===== config.mk =====
export PLATFORM = sky130hd
export DESIGN_NAME = proc_ctrl_pipe
export DESIGN_NICKNAME = d
export VERILOG_FILES = /design/src/rtl/proc_pkg.sv /design/src/rtl/proc_ctrl_decode.sv /design/src/rtl/proc_ctrl_pipe.sv
export SDC_FILE = /design/constraint.sdc
export NUM_CORES = 1
export LEC_CHECK = 0
export ABC_AREA = 1
export CAP_MARGIN = 5
export CORE_MARGIN = 4
export CORE_UTILIZATION = 37
export DETAILED_ROUTE_END_ITERATION = 7
export GPL_TIMING_DRIVEN = 0
export PLACE_DENSITY_LB_ADDON = 0.25
export SLEW_MARGIN = 20
export SYNTH_ARGS = -nofsm -noshare
export SYNTH_HDL_FRONTEND = slang
export SYNTH_HIERARCHICAL = 1
export SYNTH_SLANG_ARGS = --single-unit

===== constraint.sdc =====
create_clock -name clk -period 1.6 [get_ports clk]
set_input_delay 0.32 -clock clk [delete_from_list [all_inputs] [get_ports clk]]
set_output_delay 0.32 -clock clk [all_outputs]
set_load 0.005 [all_outputs]

===== src/rtl/proc_pkg.sv =====
// Shared control-path types for the five-stage RV32I core: opcodes, control bundle, bubble constant.
package proc_pkg;

   localparam int unsigned OPCODE_W = 7;
   localparam int unsigned FUNCT7_W = 7;
   localparam int unsigned CTRL_W   = 12;

   localparam logic [OPCODE_W-1:0] OP_R      = 7'b0110011;
   localparam logic [OPCODE_W-1:0] OP_I      = 7'b0010011;
   localparam logic [OPCODE_W-1:0] OP_LOAD   = 7'b0000011;
   localparam logic [OPCODE_W-1:0] OP_STORE  = 7'b0100011;
   localparam logic [OPCODE_W-1:0] OP_BRANCH = 7'b1100011;
   localparam logic [OPCODE_W-1:0] OP_JAL    = 7'b1101111;
   localparam logic [OPCODE_W-1:0] OP_JALR   = 7'b1100111;
   localparam logic [OPCODE_W-1:0] OP_LUI    = 7'b0110111;
   localparam logic [OPCODE_W-1:0] OP_AUIPC  = 7'b0010111;

   localparam logic [FUNCT7_W-1:0] F7_MULDIV = 7'b0000001;

   typedef enum logic [1:0] {
      ALU_ADD  = 2'b00,
      ALU_BR   = 2'b01,
      ALU_FUNC = 2'b10,
      ALU_PASS = 2'b11
   } aluop_e;

   typedef enum logic [1:0] {
      RW_ALU   = 2'b00,
      RW_PC4   = 2'b01,
      RW_IMM   = 2'b10,
      RW_PCIMM = 2'b11
   } rwsel_e;

   typedef struct packed {
      logic   alusrc;
      logic   memtoreg;
      logic   regwrite;
      logic   memread;
      logic   memwrite;
      aluop_e aluop;
      logic   branch;
      logic   jalrsel;
      rwsel_e rwsel;
      logic   valid;
   } ctrl_t;

   localparam ctrl_t CTRL_BUBBLE = '0;

endpackage


===== src/rtl/proc_ctrl_decode.sv =====
// Main opcode decoder: opcode (and funct7 when CTRL_MULDIV_EN is defined) to control bundle.
module proc_ctrl_decode
   import proc_pkg::*;
(
   input  logic [OPCODE_W-1:0] opcode,
`ifdef CTRL_MULDIV_EN
   input  logic [FUNCT7_W-1:0] funct7,
   output logic                muldiv,
`endif
   output ctrl_t               ctrl
);

   always_comb begin
      ctrl       = CTRL_BUBBLE;
      ctrl.valid = 1'b1;
      case (opcode)
         OP_R: begin
            ctrl.regwrite = 1'b1;
            ctrl.aluop    = ALU_FUNC;
         end
         OP_I: begin
            ctrl.alusrc   = 1'b1;
            ctrl.regwrite = 1'b1;
            ctrl.aluop    = ALU_FUNC;
         end
         OP_LOAD: begin
            ctrl.alusrc   = 1'b1;
            ctrl.memtoreg = 1'b1;
            ctrl.regwrite = 1'b1;
            ctrl.memread  = 1'b1;
         end
         OP_STORE: begin
            ctrl.alusrc   = 1'b1;
            ctrl.memwrite = 1'b1;
         end
         OP_BRANCH: begin
            ctrl.aluop  = ALU_BR;
            ctrl.branch = 1'b1;
         end
         OP_JAL: begin
            ctrl.regwrite = 1'b1;
            ctrl.aluop    = ALU_PASS;
            ctrl.branch   = 1'b1;
            ctrl.rwsel    = RW_PC4;
         end
         OP_JALR: begin
            ctrl.alusrc   = 1'b1;
            ctrl.regwrite = 1'b1;
            ctrl.jalrsel  = 1'b1;
            ctrl.rwsel    = RW_PC4;
         end
         OP_LUI: begin
            ctrl.regwrite = 1'b1;
            ctrl.aluop    = ALU_PASS;
            ctrl.rwsel    = RW_IMM;
         end
         OP_AUIPC: begin
            ctrl.regwrite = 1'b1;
            ctrl.rwsel    = RW_PCIMM;
         end
         default: ctrl = CTRL_BUBBLE;
      endcase
   end

`ifdef CTRL_MULDIV_EN
   assign muldiv = (opcode == OP_R) && (funct7 == F7_MULDIV);
`endif

endmodule


===== src/rtl/proc_ctrl_pipe.sv =====
// Pipelined main control: decode, ID/EX/MEM/WB control registers, load-use stall and flush.
// Optional multi-cycle mul/div EX hold compiled in with CTRL_MULDIV_EN.
module proc_ctrl_pipe
   import proc_pkg::*;
#(
   parameter int unsigned RF_ADDR_W  = 5,
   parameter int unsigned MULDIV_LAT = 4
) (
   input  logic                 clk,
   input  logic                 reset,
   input  logic                 id_valid,
   input  logic [OPCODE_W-1:0]  id_opcode,
   input  logic [FUNCT7_W-1:0]  id_funct7,
   input  logic [RF_ADDR_W-1:0] id_rs1,
   input  logic [RF_ADDR_W-1:0] id_rs2,
   input  logic [RF_ADDR_W-1:0] id_rd,
   input  logic                 flush,
   output logic                 stall,
   output logic                 id_illegal,
   output ctrl_t                ex_ctrl,
   output ctrl_t                mem_ctrl,
   output ctrl_t                wb_ctrl,
   output logic [RF_ADDR_W-1:0] ex_rd,
   output logic [RF_ADDR_W-1:0] mem_rd,
   output logic [RF_ADDR_W-1:0] wb_rd,
   output logic                 ex_muldiv
);

   ctrl_t                dec_ctrl, id_ctrl, ex_ctrl_d, mem_ctrl_d;
   logic [RF_ADDR_W-1:0] id_rd_g, ex_rd_d, mem_rd_d;
   logic                 load_use, hold;

`ifdef CTRL_MULDIV_EN
   localparam int unsigned CNT_W = $clog2(MULDIV_LAT);
   logic             dec_muldiv, id_md, ex_md_d;
   logic [CNT_W-1:0] cnt_q, cnt_d;

   proc_ctrl_decode u_decode (
      .opcode (id_opcode),
      .funct7 (id_funct7),
      .muldiv (dec_muldiv),
      .ctrl   (dec_ctrl)
   );

   assign id_md = id_valid && dec_muldiv;
   assign hold  = (cnt_q != '0);

   // Counter loads on mul/div entry to EX and counts the remaining hold cycles.
   always_comb begin
      cnt_d   = cnt_q;
      ex_md_d = ex_muldiv;
      if (flush) begin
         cnt_d   = '0;
         ex_md_d = 1'b0;
      end else if (hold) begin
         cnt_d = cnt_q - 1'b1;
      end else if (load_use) begin
         cnt_d   = '0;
         ex_md_d = 1'b0;
      end else begin
         ex_md_d = id_md;
         cnt_d   = id_md ? CNT_W'(MULDIV_LAT - 1) : '0;
      end
   end

   always_ff @(posedge clk or posedge reset) begin
      if (reset) begin
         cnt_q     <= '0;
         ex_muldiv <= 1'b0;
      end else begin
         cnt_q     <= cnt_d;
         ex_muldiv <= ex_md_d;
      end
   end
`else
   logic unused_cfg;

   proc_ctrl_decode u_decode (
      .opcode (id_opcode),
      .ctrl   (dec_ctrl)
   );

   assign hold       = 1'b0;
   assign ex_muldiv  = 1'b0;
   assign unused_cfg = ^{id_funct7, 32'(MULDIV_LAT)};
`endif

   // Invalid or undecodable ID slots enter EX as bubbles.
   assign id_ctrl    = id_valid ? dec_ctrl : CTRL_BUBBLE;
   assign id_rd_g    = (id_valid && dec_ctrl.valid) ? id_rd : '0;
   assign id_illegal = id_valid && !dec_ctrl.valid;

   assign load_use = id_valid && ex_ctrl.memread && (ex_rd != '0) &&
                     ((ex_rd == id_rs1) || (ex_rd == id_rs2));
   assign stall    = !flush && (hold || load_use);

   // Priority: flush, mul/div hold, load-use bubble, normal advance.
   always_comb begin
      ex_ctrl_d  = id_ctrl;
      ex_rd_d    = id_rd_g;
      mem_ctrl_d = ex_ctrl;
      mem_rd_d   = ex_rd;
      if (flush) begin
         ex_ctrl_d = CTRL_BUBBLE;
         ex_rd_d   = '0;
      end else if (hold) begin
         ex_ctrl_d  = ex_ctrl;
         ex_rd_d    = ex_rd;
         mem_ctrl_d = CTRL_BUBBLE;
         mem_rd_d   = '0;
      end else if (load_use) begin
         ex_ctrl_d = CTRL_BUBBLE;
         ex_rd_d   = '0;
      end
   end

   always_ff @(posedge clk or posedge reset) begin
      if (reset) begin
         ex_ctrl  <= CTRL_BUBBLE;
         mem_ctrl <= CTRL_BUBBLE;
         wb_ctrl  <= CTRL_BUBBLE;
         ex_rd    <= '0;
         mem_rd   <= '0;
         wb_rd    <= '0;
      end else begin
         ex_ctrl  <= ex_ctrl_d;
         mem_ctrl <= mem_ctrl_d;
         wb_ctrl  <= mem_ctrl;
         ex_rd    <= ex_rd_d;
         mem_rd   <= mem_rd_d;
         wb_rd    <= mem_rd;
      end
   end

endmodule

==> images/cell_classes.png <==
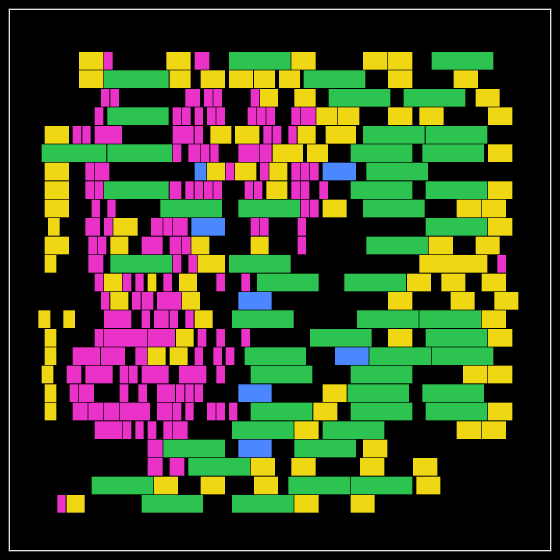
- magenta: all other logic (cells 136)
- green: flip-flops (cells 51)
- yellow: other buffers and delay cells (cells 97)
- blue: clock drivers and dummy loads (cells 7)
final instance area: 3020 sq um
Finished Core Util: 62.3%
row count: 25
Seq area share: 42.4%
Core Area: 4850 sq um

==> images/final_congestion.png <==
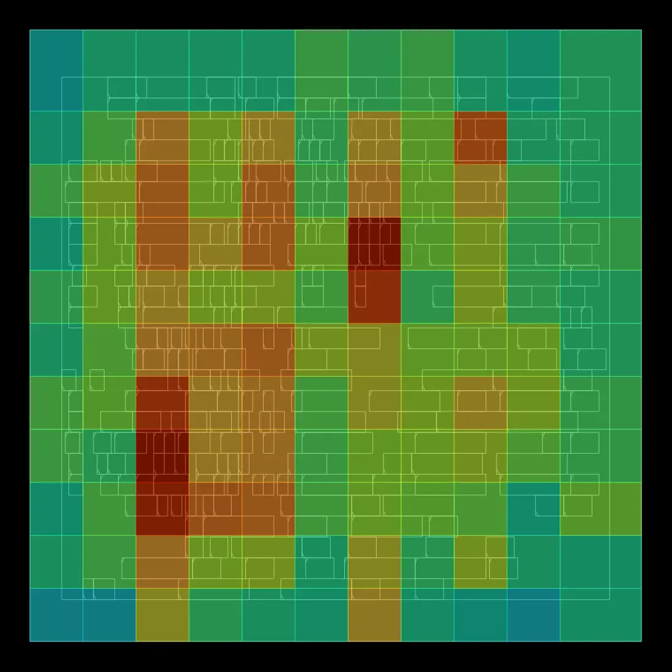
gr busiest metal: met2
Global Route met1 Usage: 16.4%
Avg WL per Cell: 11.7 um

==> results.cfg <==
; implementation run metrics
[yosys]
synth_cell_types = 20
xor_share_pct = 0.924
yosys.area_share.simple_pct = 23.1
syn-cell-area_sq_um = 1900
ys_sh_mux_pct = 0
yosys_register_bits = 51
seq_area_frac_synth_pct = 67.3
ys_sh_aoi_pct = 1.32
yosys-stat-area_sq_um = 1900
fa_ha_area_share_pct = 0
yosysWarnings = 6
yosys_cells = 191
synth_area_per_cell_sq_um = 9.92
synthCells = 191

[pwr]
sw_frac_of_total_pct = 21.8
powerComb_mw = 0.201
combPwrFrac_pct = 9.1
ir_drop_v = 0.000295
p_sw_mw = 0.484
intPower_mw = 1.73
power_density_nw_per_um2 = 733
pwr-share-seq_pct = 58.7
power_leader = sequential cells

[floorplanning]
fp_util_pct = 39.1
io_pins = 87
die_area_sq_um = 6330
die_w_um = 79.6

[sta]
whs_ps = 308
worst_slack_ps = -144
finalMaxSlewViolations = 0
hold_viol_final = 0
slew_headroom_pct = 60.5
fin_crit_ps = 1740
worst_slew_pin_slew_ps = 591
post-route-period-util_pct = 109
rsz0062_at_grt = yes
setup_violations = 1
fmax_ghz = 0.573

[clock_tree]
cts_buffers = 5
cts_tree = built
ctsHoldBuffers = 0
ctsLongestPathBuffers = 2
htree_levels = 2
cts_root_buffer = clkbuf_8
clk_pin_slew_worst_paths_ps = 90

[outcome]
violations = negative setup slack
status = finished, violations left

[grt]
grt_pass1_wl_um = 6760
grt_use_met3_pct = 2.26
grt_pass1_vias = 1487
antenna_found_initial = 0
met2_usage_pct = 23.4

[detailed_routing]
top_layer_used = met4
wl_met3_um = 280
dr.pass1.iters = 4
route.detailed.drc = 0
drt_wl_total_um = 4190
vias = 1498
drtIter0Drc = 50
post_drt_via_cell_ratio = 4.18
drtAntennaViolNets = 0

[critical_path]
worst_ep_required_time_ps = 1280
r2r_setup_slack_ps = 150
crit_chain = nor2_2 > nor2_1 > nor2_1 > nand3_1 > nand2_1 > nand2_2 > nor2_2 > buf_2
r2r_start = ex_rd[0]$_DFF_PP0_
max_stage_delay_ps = 470
cp_max_fo = 7
regToRegEndpoint = ex_ctrl[2]$_DFF_PP0_
cp-start-kind = register
end_kind = primary output
critPathSlowestCell = dfrtp_2
path_class = reg2out
reg2reg_depth = 10
critPathArrivalTime_ps = 1420

[place]
post-place-ws_ps = -705
placed_area_sq_um = 2790
place_congestion = 0.840
dp_hpwl_um = 3010

[finish]
synthToLayoutAreaGrowth_pct = 59.4
regArea_sq_um = 1280
final_cell_mix = clkdlybuf4s50_1, dfrtp_1, nand2_1
comb_area_sq_um = 571
final_nets = 324
layout_top_cell = clkdlybuf4s50_1
layout-drive-gt1-share_pct = 26.1

[job]
max_cap_violations = 0
warnings = 35

[worst_hold_path]
min_path_type = in2reg
hold_end = ex_ctrl[8]$_DFF_PP0_
==> images/clock_map.png <==
The bar under the picture is 20 um long.
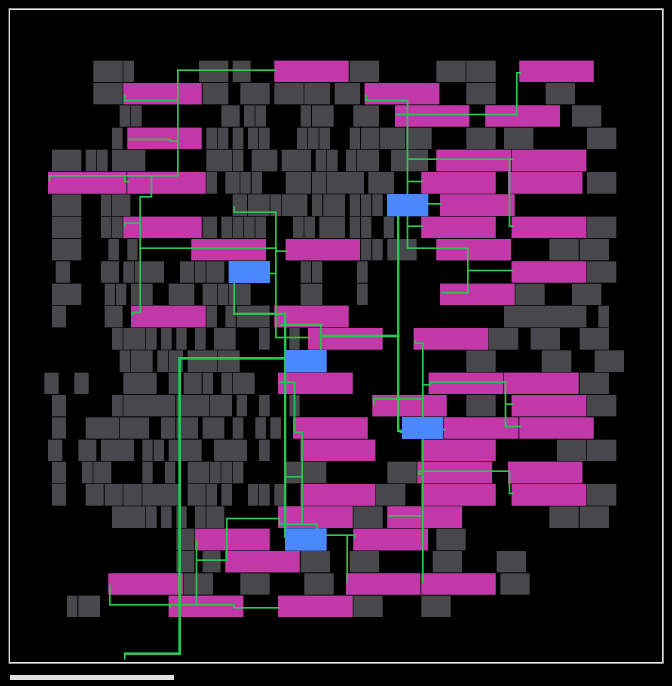
- green: clock wires (length 524 um)
- blue: cells driving clock nets (count 5)
- magenta: flip-flops (count 51)
- routed clock nets: 6
Clk power: 0.714 mW
Clk pwr share: 32.2%
clk_lat worst skew: 300 ps
post-route clock skew: 10.2 ps

-- registers in the layout, summed over array words and instances, names as in the netlist --
register and flops:
ex_ctrl 12, ex_rd 5, mem_ctrl 12, mem_rd 5, wb_ctrl 12, wb_rd 5
-- cell type report --
class,count,share of cell area [%]
timing repair buffer,93,28.5
inverter,28,3.56
buffer,4,0.994
tap,67,2.77
multi-input combinational,108,18.9
sequential,51,42.4
clock buffer,6,2.73
clock inverter,1,0.166
-- cell usage after synthesis, drive strengths merged --
library cell	instances	area (sq um)
a21oi	1	5.00
buf	3	26.3
clkbuf	1	3.75
conb	1	3.75
dfrtp	51	1280
inv	28	105
nand2	52	203
nand3	9	55.1
nor2	39	169
nor3	1	5.00
o211ai	1	12.5
o31ai	1	7.51
or2	1	6.26
xnor2	2	17.5
-- worst max-delay path by stage --
stage	startpoint	to	slack, ps	cells after the start
floorplan	reset	ex_ctrl[0]$_DFF_PP0_	50	1
global route	ex_rd[0]$_DFF_PP0_	stall	-310	8
global placement	reset	ex_ctrl[6]$_DFF_PP0_	-830	2
detailed placement	id_opcode[3]	id_illegal	-700	8
finish	ex_rd[0]$_DFF_PP0_	stall	-140	8
CTS	ex_rd[0]$_DFF_PP0_	stall	-170	8
-- timing repair --
action,in CTS,in global routing
setup endpoints to repair,6,10
pin swaps,20,13
buffers inserted,11,3
gates resized,47,32
-- critical path, delay by kind of cell (launching register included) --
| kind | cells | cell delay [ps] |
|---|---|---|
| flops | 1 | 470 |
| buf+inv | 1 | 110 |
| simple gates | 7 | 540 |
-- through the flow --
stage	instances	total power, mW	utilization, %	setup TNS [ps]
floorplan	191	1.40	-	0
global placement	336	1.50	56.9	-44950
detailed placement	337	1.52	57.5	-3330
CTS	355	2.22	61.3	-171
global route	358	2.33	62.3	-316
finish	358	2.21	62.3	-144
No activity file was given, so power comes from the tool's default toggle rates.
